run_1/final_placement.png
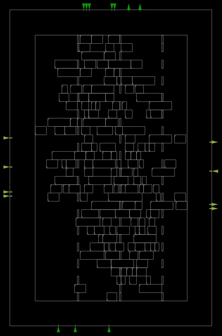
run_1/registers.png
(6 px per um) Other sequential cells in the stronger grey, the rest of the logic in the fainter grey.
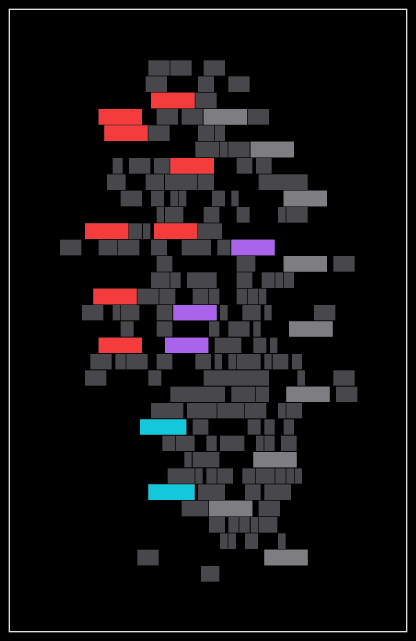
run_1/cell_classes.png
(3 px per um)
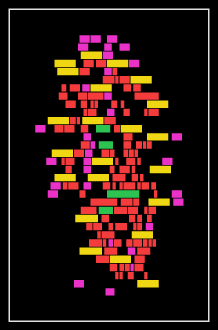
--- src/rtl/serial_transfer_unit_pkg.sv ---
// Shared constants for the Controller/Responder serial transfer handshake.
// State encodings and lane-mode values match the Controller side.
package serial_transfer_unit_pkg;

  typedef enum logic [1:0] {
    IDLE     = 2'd0,
    SHIFT    = 2'd1,
    DONE     = 2'd2,
    WAIT_REL = 2'd3
  } xferState_e;

  localparam logic MODE_SERIAL = 1'b0;  // 1 bit per beat on DataOut[0]
  localparam logic MODE_DUAL   = 1'b1;  // 2 bits per beat on DataOut[1:0]

endpackage

--- src/rtl/serial_transfer_unit_shift_reg.sv ---
// transfer_shift_reg: word holding register for the serialiser.
//   clk, reset   : clock, synchronous active-high reset (clears the word)
//   load         : take loadWord as the source word this edge
//   loadWord     : word to capture
//   advance      : consume one beat of the source word (shift left 1 or 2)
//   dual         : beat width select for advance (0: 1 bit, 1: 2 bits)
//   headPair     : top two bits of the source word (next beat to present)
// The source word is loadWord when load is high, otherwise the held word, so
// a capture and the first beat can happen on the same edge.
module transfer_shift_reg #(
  parameter int DATA_WIDTH = 8
) (
  input  logic                  clk,
  input  logic                  reset,
  input  logic                  load,
  input  logic [DATA_WIDTH-1:0] loadWord,
  input  logic                  advance,
  input  logic                  dual,
  output logic [1:0]            headPair
);

  logic [DATA_WIDTH-1:0] shReg;
  logic [DATA_WIDTH-1:0] srcWord;

  assign srcWord  = load ? loadWord : shReg;
  assign headPair = srcWord[DATA_WIDTH-1 -: 2];

  always_ff @(posedge clk) begin
    if (reset)        shReg <= '0;
    else if (advance) shReg <= dual ? (srcWord << 2) : (srcWord << 1);
    else if (load)    shReg <= loadWord;
  end

endmodule

--- src/rtl/serial_transfer_unit.sv ---
// serial_transfer_unit: responder side of the Controller transfer handshake.
// Captures a memory word on SampleData, serialises it MSB-first on DataOut
// (1 or 2 bits per beat per Mode), then holds TransferDone for DONE_HOLD
// cycles. A request still held at the end parks in WAIT_REL until released,
// so one assertion of TransferData yields exactly one transfer.
//   Clk, Reset    : clock, synchronous active-high reset
//   SampleData    : capture DataIn (ignored while Busy)
//   TransferData  : start/hold request (level)
//   Mode          : lane width, sampled at the start edge only
//   DataIn        : memory read word
//   DataOut       : serial lanes (DataOut[1] = 0 in serial mode)
//   OutValid      : DataOut carries a beat
//   TransferDone  : transfer complete
//   Busy          : transfer in progress (SHIFT or DONE)
module serial_transfer_unit
  import serial_transfer_unit_pkg::*;
#(
  parameter int DATA_WIDTH = 8,
  parameter int DONE_HOLD  = 3
) (
  input  logic                  Clk,
  input  logic                  Reset,
  input  logic                  SampleData,
  input  logic                  TransferData,
  input  logic                  Mode,
  input  logic [DATA_WIDTH-1:0] DataIn,
  output logic [1:0]            DataOut,
  output logic                  OutValid,
  output logic                  TransferDone,
  output logic                  Busy
);

  localparam int CNT_W  = $clog2(DATA_WIDTH);
  localparam int HOLD_W = $clog2(DONE_HOLD + 1);
  // beatCnt holds the beats still to come after the one on DataOut
  localparam logic [CNT_W-1:0]  LAST_SERIAL = CNT_W'(DATA_WIDTH - 1);
  localparam logic [CNT_W-1:0]  LAST_DUAL   = CNT_W'(DATA_WIDTH / 2 - 1);
  localparam logic [HOLD_W-1:0] HOLD_LAST   = HOLD_W'(DONE_HOLD - 1);

  xferState_e        state;
  logic              modeQ;
  logic              armed;
  logic [CNT_W-1:0]  beatCnt;
  logic [HOLD_W-1:0] holdCnt;

  logic       startXfer;
  logic       srLoad;
  logic       srAdvance;
  logic       srDual;
  logic [1:0] headPair;
  logic [1:0] laneOut;

  assign startXfer = (state == IDLE) && TransferData && armed;
  // capture is allowed whenever the unit is not Busy
  assign srLoad    = SampleData && ((state == IDLE) || (state == WAIT_REL));
  assign srAdvance = startXfer || ((state == SHIFT) && (beatCnt != '0));
  // at the start edge the live Mode applies; afterwards the latched copy
  assign srDual    = (state == IDLE) ? Mode : modeQ;
  assign laneOut   = srDual ? headPair : {1'b0, headPair[1]};

  transfer_shift_reg #(.DATA_WIDTH(DATA_WIDTH)) uShiftReg (
    .clk      (Clk),
    .reset    (Reset),
    .load     (srLoad),
    .loadWord (DataIn),
    .advance  (srAdvance),
    .dual     (srDual),
    .headPair (headPair)
  );

  always_ff @(posedge Clk) begin
    if (Reset) begin
      state        <= IDLE;
      modeQ        <= MODE_SERIAL;
      armed        <= 1'b1;
      beatCnt      <= '0;
      holdCnt      <= '0;
      DataOut      <= 2'b00;
      OutValid     <= 1'b0;
      TransferDone <= 1'b0;
      Busy         <= 1'b0;
    end else begin
      case (state)
        IDLE: begin
          if (startXfer) begin
            modeQ    <= Mode;
            beatCnt  <= (Mode == MODE_DUAL) ? LAST_DUAL : LAST_SERIAL;
            DataOut  <= laneOut;
            OutValid <= 1'b1;
            Busy     <= 1'b1;
            state    <= SHIFT;
          end
        end
        SHIFT: begin
          if (beatCnt == '0) begin
            DataOut      <= 2'b00;
            OutValid     <= 1'b0;
            TransferDone <= 1'b1;
            holdCnt      <= HOLD_LAST;
            state        <= DONE;
          end else begin
            beatCnt <= beatCnt - 1'b1;
            DataOut <= laneOut;
          end
        end
        DONE: begin
          if (holdCnt == '0) begin
            TransferDone <= 1'b0;
            Busy         <= 1'b0;
            if (TransferData) begin
              armed <= 1'b0;
              state <= WAIT_REL;
            end else begin
              state <= IDLE;
            end
          end else begin
            holdCnt <= holdCnt - 1'b1;
          end
        end
        WAIT_REL: begin
          if (!TransferData) begin
            armed <= 1'b1;
            state <= IDLE;
          end
        end
        default: state <= IDLE;
      endcase
    end
  end

endmodule

--- config.mk ---
export PLATFORM = sky130hd
export DESIGN_NAME = serial_transfer_unit
export DESIGN_NICKNAME = d
export VERILOG_FILES = /design/src/rtl/serial_transfer_unit_pkg.sv /design/src/rtl/serial_transfer_unit_shift_reg.sv /design/src/rtl/serial_transfer_unit.sv
export SDC_FILE = /design/constraint.sdc
export NUM_CORES = 1
export LEC_CHECK = 0
export ABC_AREA = 0
export CAP_MARGIN = 20
export CORE_ASPECT_RATIO = 1.75
export CORE_MARGIN = 8
export CORE_UTILIZATION = 28
export CTS_CLUSTER_DIAMETER = 150
export DETAILED_ROUTE_END_ITERATION = 8
export GPL_TIMING_DRIVEN = 0
export MAX_ROUTING_LAYER = met4
export PLACE_DENSITY = 0.59
export SLEW_MARGIN = 15
export SYNTH_ARGS = -nofsm -noshare
export SYNTH_HDL_FRONTEND = slang
export SYNTH_HIERARCHICAL = 1
export SYNTH_SLANG_ARGS = --single-unit
--- constraint.sdc ---
create_clock -name Clk -period 1.9 [get_ports Clk]
set_input_delay 0.38 -clock Clk [delete_from_list [all_inputs] [get_ports Clk]]
set_output_delay 0.38 -clock Clk [all_outputs]
set_load 0.005 [all_outputs]
==> summary.txt, run 1 <==
fresh numbers from the pnr run: status=finished clean, Design Power=2.66 mW, Hold Path Class=reg2reg, CP Capture Type=flip-flop, Synth Instances=between 100 and 150, Non-Filler Instances=approximately 220, gr ovfl total=0, first-pass iteration count of the detailed router=4, Largest regs=uShiftReg/shReg: 8 flops, beatCnt: 3 flops, Synth Net Count=between 150 and 200, largest net degree at the start of global routing=16, clk sinks=22, setup bufs post-CTS=0, dpl cell area=roughly 1500 sq um, RSZ-0062 raised after global routing=true, #FFs+latches synth=22, Top cells by area=dfxtp_1 (36%), ha_1 (8.2%), mux2i_1 (8.2%), cell with the most instances after synthesis=dfxtp_1, Post-synth ARST share=0, Latency at later pin=270 ps, Setup TNS=0 ps, via count=1082, DP Cell Count=about 210, Setup Skew=about 6.4 ps, Nets=~190, clock root buffer=clkbuf_8, drt drc=0, Largest register FFs=8, Cell Pwr Density=roughly 1600 nW/um^2, most numerous logic cell after layout=dfxtp_1, met3 WL=~62 um, CTS tree=done, global-route wire length before repair=4.62 mm, Top cells excl fill/tap=dfxtp_1 (20), clkdlybuf4s50_1 (16), buf_4 (12), Req. time, crit path=roughly 2000 ps, die area=just under 7000 sq um, CTS clk-pin slew, worst paths=approximately 90 ps, I/O pins=18, Setup Viol. Count Final=0, Area Growth Syn to Fin=34.7%, mapped cell area=1220 sq um, biggest cell delay along the critical path=roughly 340 ps, Port Buf Inserts=17, vias in the first global route=roughly 1100, Global Route met1 Usage=0.0800, FILL cells=around 450, Int Power=between 1.5 and 2 mW, Routability Congestion=roughly 0.85, clock buffer depth=2, slowest CP cell=dfxtp_2
Notes on final_placement.png above:
Well Taps: 51
Finished Core Util: 0.382

Notes on registers.png above:
[cyan] state | sequential cells: 2
[red] uShiftReg/shReg | sequential cells: 8
[purple] beatCnt | sequential cells: 3

Notes on cell_classes.png above:
[yellow] flops | cells: 22
[red] all other logic | cells: 108
[green] clock drivers and dummy loads | cells: 4
[magenta] other buffers and delay cells | cells: 32

## run 1: final cells by class
type / count / area, sq um / area share
plain buffers: 7 / 43.8 / 0.0265
repair buffers: 25 / 229 / 0.139
multi-input cells: 98 / 762 / 0.462
inverters: 10 / 37.5 / 0.0227
flip-flops and latches: 22 / 443 / 0.268
clock buffers: 3 / 41.3 / 0.0250
well taps: 51 / 63.8 / 0.0387
clock inverters: 1 / 30.0 / 0.0182
## run 1: final timing paths
path	from	to	slack, ps	depth (start not counted)
max	state[0]$_SDFFE_PP0P_	uShiftReg/shReg[5]$_SDFF_PP0_	70	8
min	beatCnt[0]$_SDFFE_PP0P_	beatCnt[0]$_SDFFE_PP0P_	470	1
max reg2reg	state[0]$_SDFFE_PP0P_	uShiftReg/shReg[5]$_SDFF_PP0_	70	8
min reg2reg	beatCnt[0]$_SDFFE_PP0P_	beatCnt[0]$_SDFFE_PP0P_	470	1
## run 1: worst max-delay path, delay by kind of cell, from the launching register on
family / cells / cell delay (ps)
compound gates: 1 / 110
fa+ha+maj: 1 / 280
buf+inv: 3 / 400
flops: 1 / 340
mux: 1 / 300
simple gates: 2 / 270
## run 1: kinds of logic (layout without fill, tap and decap cells)
family	count (synthesis)	after routing	share of synthesized area
compound gates	39	39	0.235
simple gates	39	39	0.161
flops	22	22	0.360
buf+inv	17	46	0.0623
mux	12	12	0.100
fa+ha+maj	8	8	0.0817
## run 1: power by group through the flow
| stage | logic (mW) | clock network [mW] | registers (mW) |
|---|---|---|---|
| after CTS | 1.30 | 0.462 | 0.727 |
| after global placement | 1.21 | 0 | 0.729 |
| after global routing | 1.61 | 0.479 | 0.756 |
| final | 1.47 | 0.450 | 0.732 |
| after detailed placement | 1.23 | 0 | 0.734 |
| after floorplan | 0.912 | 0 | 0.718 |
run_1/met3.png
(4 px per um)
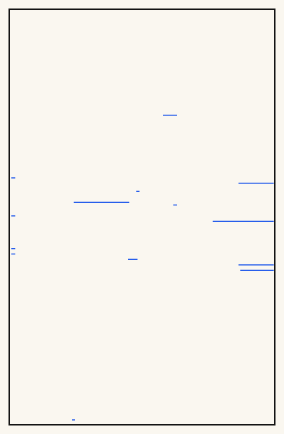

==> run 2, diff against run 1 <==
--- a/config.mk
+++ b/config.mk
@@ -13,7 +13,9 @@
 export CTS_CLUSTER_DIAMETER = 150
 export DETAILED_ROUTE_END_ITERATION = 8
+export GPL_ROUTABILITY_DRIVEN = 0
 export GPL_TIMING_DRIVEN = 0
 export MAX_ROUTING_LAYER = met4
 export PLACE_DENSITY = 0.59
+export SETUP_SLACK_MARGIN = 0.15
 export SLEW_MARGIN = 15
 export SYNTH_ARGS = -nofsm -noshare
==> constraint.sdc (replaced) <==
create_clock -name Clk -period 1.9 [get_ports Clk]
set_input_delay 0.19 -clock Clk [delete_from_list [all_inputs] [get_ports Clk]]
set_output_delay 0.19 -clock Clk [all_outputs]
set_load 0.005 [all_outputs]
run_2/met3.png
(4 px per um)
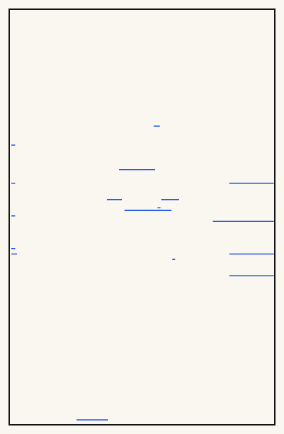
wire length on this layer: 88.3 um
nets with wire on the layer: 14
main direction: horizontal

==> summary.txt, run 2 <==
fresh numbers from the pnr run: Latency at later pin=260 ps (about the same), DP Cell Count=205 (unchanged), Crit Reg-Reg Endpoint=state[0]$_SDFFE_PP0P_, Hold Path Class=reg2reg, cell with the most instances after synthesis=dfxtp_1, crit path to=state[0]$_SDFFE_PP0P_, CTS clk-pin slew, worst paths=90 ps (about the same), clock buffer depth=2 (unchanged), I/O pins=18 (unchanged), hold path depth=2 (+1), dpl cell area=1460 sq um (+0.34%), Req. time, crit path=2030 ps (about the same), Setup TNS=0 ps (unchanged), Synth Net Count=158 (unchanged), clock root buffer=clkbuf_8, RSZ-0062 raised after global routing=true, largest net degree at the start of global routing=16 (unchanged), gr ovfl total=0 (unchanged), drt drc=0 (unchanged), CTS tree=done, Setup Skew=4.78 ps (-1.66 ps), cells in synth_stat.txt=around 140, worst hold start=DataOut[1]$_SDFFE_PP0P_, CP Capture Type=flip-flop, Finished Core Util=0.439 (+0.0570), Setup crit start=state[0]$_SDFFE_PP0P_, Non-Filler Instances=231 (+6.5%), first-pass iteration count of the detailed router=4 (unchanged), global-route wire length before repair=4.91 mm (+6.4%), clk sinks=22 (unchanged), Cell Pwr Density=1650 nW/um^2 (+2.7%), Startpoint Class=flip-flop, via count=1181 (+9.1%), #FFs+latches synth=22 (unchanged), status=finished clean, Largest regs=uShiftReg/shReg: 8 flops, beatCnt: 3 flops, Nets=202 (+7.4%), Hold Path Sink=DataOut[1]$_SDFFE_PP0P_, reg2reg setup slack=160 ps (+90 ps), Top cells by area=dfxtp_1 (36%), ha_1 (8.2%), mux2i_1 (8.2%), R2R cell count=7 (-1), mapped cell area=1220 sq um (unchanged), Post-synth ARST share=0 (unchanged), FILL cells=421 (-6.4%), most numerous logic cell after layout=buf_4, Area Growth Syn to Fin=54.9%, die area=6830 sq um (unchanged), Port Buf Inserts=17 (unchanged), Setup Viol. Count Final=0 (unchanged), Top cells excl fill/tap=buf_4 (24), dfxtp_1 (18), clkdlybuf4s50_1 (16)
run_2/registers.png
(6 px per um) Other sequential cells in the stronger grey, the rest of the logic in the fainter grey.
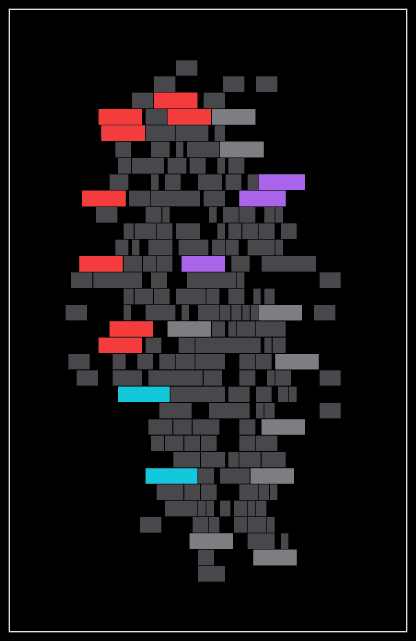
[cyan] state | sequential cells: 2
[purple] beatCnt | sequential cells: 3
[red] uShiftReg/shReg | sequential cells: 8
not coloured: 9

## run 2: cell counts after synthesis
No cell type changed its count.
## run 2: final cells by class
class / count / area, sq um / share of cell area
clock buffer: 3 / 41.3 / 0.0218
sequential: 22 / 450 / 0.237
tap: 51 / 63.8 / 0.0336
multi-input combinational: 98 / 862 / 0.454
clock inverter: 1 / 30.0 / 0.0158
buffer: 7 / 63.8 / 0.0336
inverter: 10 / 47.5 / 0.0251
timing repair buffer: 39 / 338 / 0.178
## run 2: cell families (layout without fill, tap and decap cells)
logic type / after synthesis / count (layout) / synth area share
compound gates: 39 / 39 / 0.235
fa+ha+maj: 8 / 8 / 0.0817
buf+inv: 17 / 60 / 0.0623
flops: 22 / 22 / 0.360
mux: 12 / 12 / 0.100
simple gates: 39 / 39 / 0.161
## run 2: worst max-delay path, stage by stage (launching register included)
cell	delay (ps)
dfxtp_4	390
inv_6	50
ha_2	180
buf_6	120
nor2b_4	120
a2111o_1	430
a211oi_2	270
a211oi_2	60
## run 2: routing by layer
metal	wire [um]	share of wire	track usage	up-vias
li1	-	-	-	588
met1	1300	0.40	0.0884	567
met2	1770	0.54	0.165	20
met3	88	0.027	0.0108	6
met4	90	0.028	0.0777	0
met5	0	0	-	-
## run 2: power by group
group | switching (mW) | total (mW) | leakage, nW | internal [mW]
Combinational | 0.871 | 1.91 | 0.526 | 1.04
Sequential | 0.129 | 0.779 | 0.183 | 0.651
Clock | 0.163 | 0.444 | 0.0357 | 0.281
## run 2: what timing repair did
action | in CTS | in global routing
gates resized | 18 | 36
cloned | 0 | 0
buffers inserted | 8 | 14
pin swaps | 4 | 8
endpoints found under the setup margin | 10 | 10
==> run 3, diff against run 2 <==
HOLD_SLACK_MARGIN = 0.06   (was not set)
run_3/cell_classes.png
(3 px per um)
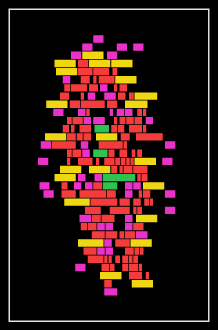
[red] all other logic | cells: 108
[magenta] other buffers and delay cells | cells: 46
[green] clock drivers and dummy loads | cells: 4
[yellow] flops | cells: 22
flop share of the area: 0.237
Finished Core Util: 0.439
post-route cell area: 1900 sq um
Placeable Area: 4320 sq um
row cnt: 32

run_3/metal_stack.png
(4 px per um) Two of the layers only.
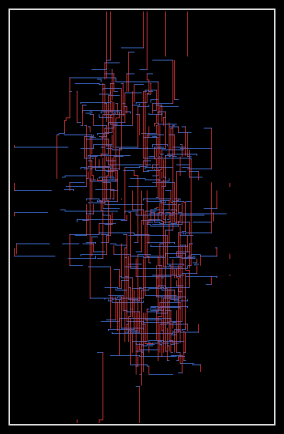
[red] met2 | wire length: 1770 um
[blue] met1 | wire length: 1300 um

==> summary.txt, run 3 <==
fresh numbers from the pnr run: Hold Path Class=reg2reg, clock root buffer=clkbuf_8, global-route wire length before repair=4.91 mm (unchanged), via count=1181 (unchanged), dpl cell area=1460 sq um (unchanged), cells in synth_stat.txt=137 (unchanged), I/O pins=18 (unchanged), yosys adder share=0.0817 (unchanged), MaxCap Viol Count=0, Setup crit start=state[0]$_SDFFE_PP0P_, Post-Synth AOI/OAI Area=0.235 (unchanged), XOR-XNOR Cells, Area Fraction=0 (unchanged), critical path class=reg2reg, WL/cell=approximately 14 um, hold path depth=2 (unchanged), CP Capture Type=flip-flop, Startpoint Class=flip-flop, EDFF count, synth=0, slowest CP cell=a2111o_1, clk sinks=22 (unchanged), Hold Path Sink=DataOut[1]$_SDFFE_PP0P_, worst hold start=DataOut[1]$_SDFFE_PP0P_, Post-synth ARST share=0 (unchanged), #FFs+latches synth=22 (unchanged), worst-margin pin slew=~520 ps, Post-CTS Hold Buffers=0, gr ovfl total=0 (unchanged), die area=6830 sq um (unchanged), largest net degree at the start of global routing=16 (unchanged), main flop type=dfxtp_1, synth unique cells=38, syn avg cell area=8.94 sq um, R2R cell count=7 (unchanged), Top cells excl fill/tap=buf_4 (24), dfxtp_1 (18), clkdlybuf4s50_1 (16), Setup TNS=0 ps (unchanged), first-pass iteration count of the detailed router=4 (unchanged), sequential area share after synthesis=0.360, Synth Net Count=158 (unchanged), Largest regs=uShiftReg/shReg: 8 flops, beatCnt: 3 flops, Req. time, crit path=2030 ps (about the same), reg2reg setup slack=160 ps (about the same), most numerous logic cell after layout=buf_4, cell family with most CP delay=AND-OR/OR-AND gates, critical-path cell list=inv_6 > ha_2 > buf_6 > nor2b_4 > a2111o_1 > a211oi_2 > a211oi_2, Setup Viol. Count Final=0 (unchanged), mapped cell area=1220 sq um (unchanged), cell with the most instances after synthesis=dfxtp_1, Nets=202 (unchanged), Port Buf Inserts=17 (unchanged), Synth Instances=around 140, Area Growth Syn to Fin=54.9% (unchanged), Latency at later pin=260 ps (about the same), final hold violation count=0, Synth logic family=AND-OR/OR-AND gates, Setup Skew=4.78 ps (unchanged), biggest cell delay along the critical path=430 ps (about the same), RSZ-0062 raised after global routing=true, mux frac, synth=0.100 (unchanged), status=finished clean, clock buffer depth=2 (unchanged), CP arrival=1870 ps, Worst path most repeated cell=a211oi_2, Cell Pwr Density=1650 nW/um^2 (unchanged), CTS tree=done, Buf+Inv Stages, Crit Path=2 (unchanged), Top cells by area=dfxtp_1 (36%), ha_1 (8.2%), mux2i_1 (8.2%), diodes inserted=0, Non-Filler Instances=231 (unchanged), DP Cell Count=205 (unchanged), Crit Reg-Reg Endpoint=state[0]$_SDFFE_PP0P_, CTS clk-pin slew, worst paths=90 ps (about the same), drt drc=0 (unchanged), Simple-Gate Fraction of Synth Area=0.161 (unchanged)
-- run 3: timing repair --
item,4_1_cts,5_1_grt
setup endpoints to repair,10,10
setup buffers,8,14
pin swaps,4,8
gates resized,18,36
-- run 3: per-layer routing --
metal	track usage	share of wire	vias up
met2	0.165	0.54	20
met3	0.0108	0.027	6
met5	-	0	-
met1	0.0884	0.40	567
li1	-	-	588
met4	0.0777	0.028	0
-- run 3: logic make-up after synthesis --
family / Yosys count
adders and majority gates: 8
and+or+nand+nor: 39
AOI/OAI and AO/OA: 39
muxes: 12
DFF: 22
buffers and inverters: 17
-- run 3: worst max-delay path by stage --
stage	end	slack, ps	cells after the start
6_report	state[0]$_SDFFE_PP0P_	160	7
4_1_cts	uShiftReg/shReg[4]$_SDFF_PP0_	140	9
3_5_place_dp	uShiftReg/shReg[4]$_SDFF_PP0_	-170	7
5_1_grt	state[0]$_SDFFE_PP0P_	90	7
3_3_place_gp	uShiftReg/shReg[4]$_SDFF_PP0_	-180	7
2_1_floorplan	DataOut[0]$_SDFFE_PP0P_	150	8
-- run 3: power by group --
part / switching, mW / internal [mW]
Sequential: 0.129 / 0.651
Clock: 0.163 / 0.281
Combinational: 0.871 / 1.04
Total: 1.16 / 1.97
-- run 3: worst register-to-register path, stage by stage (launching register included) --
cell and delay (ps):
dfxtp_4 390, inv_6 50, ha_2 180, buf_6 120, nor2b_4 120, a2111o_1 430
a211oi_2 270, a211oi_2 60
-- run 3: area by class of cell --
type	count	area [sq um]
clock inverters	1	30.0
plain buffers	7	63.8
clock buffers	3	41.3
inverters	10	47.5
flip-flops and latches	22	450
multi-input cells	98	862
well taps	51	63.8
fillers	421	2430
repair buffers	39	338
Power figures rest on the tool's default switching activity, not on a simulated workload.
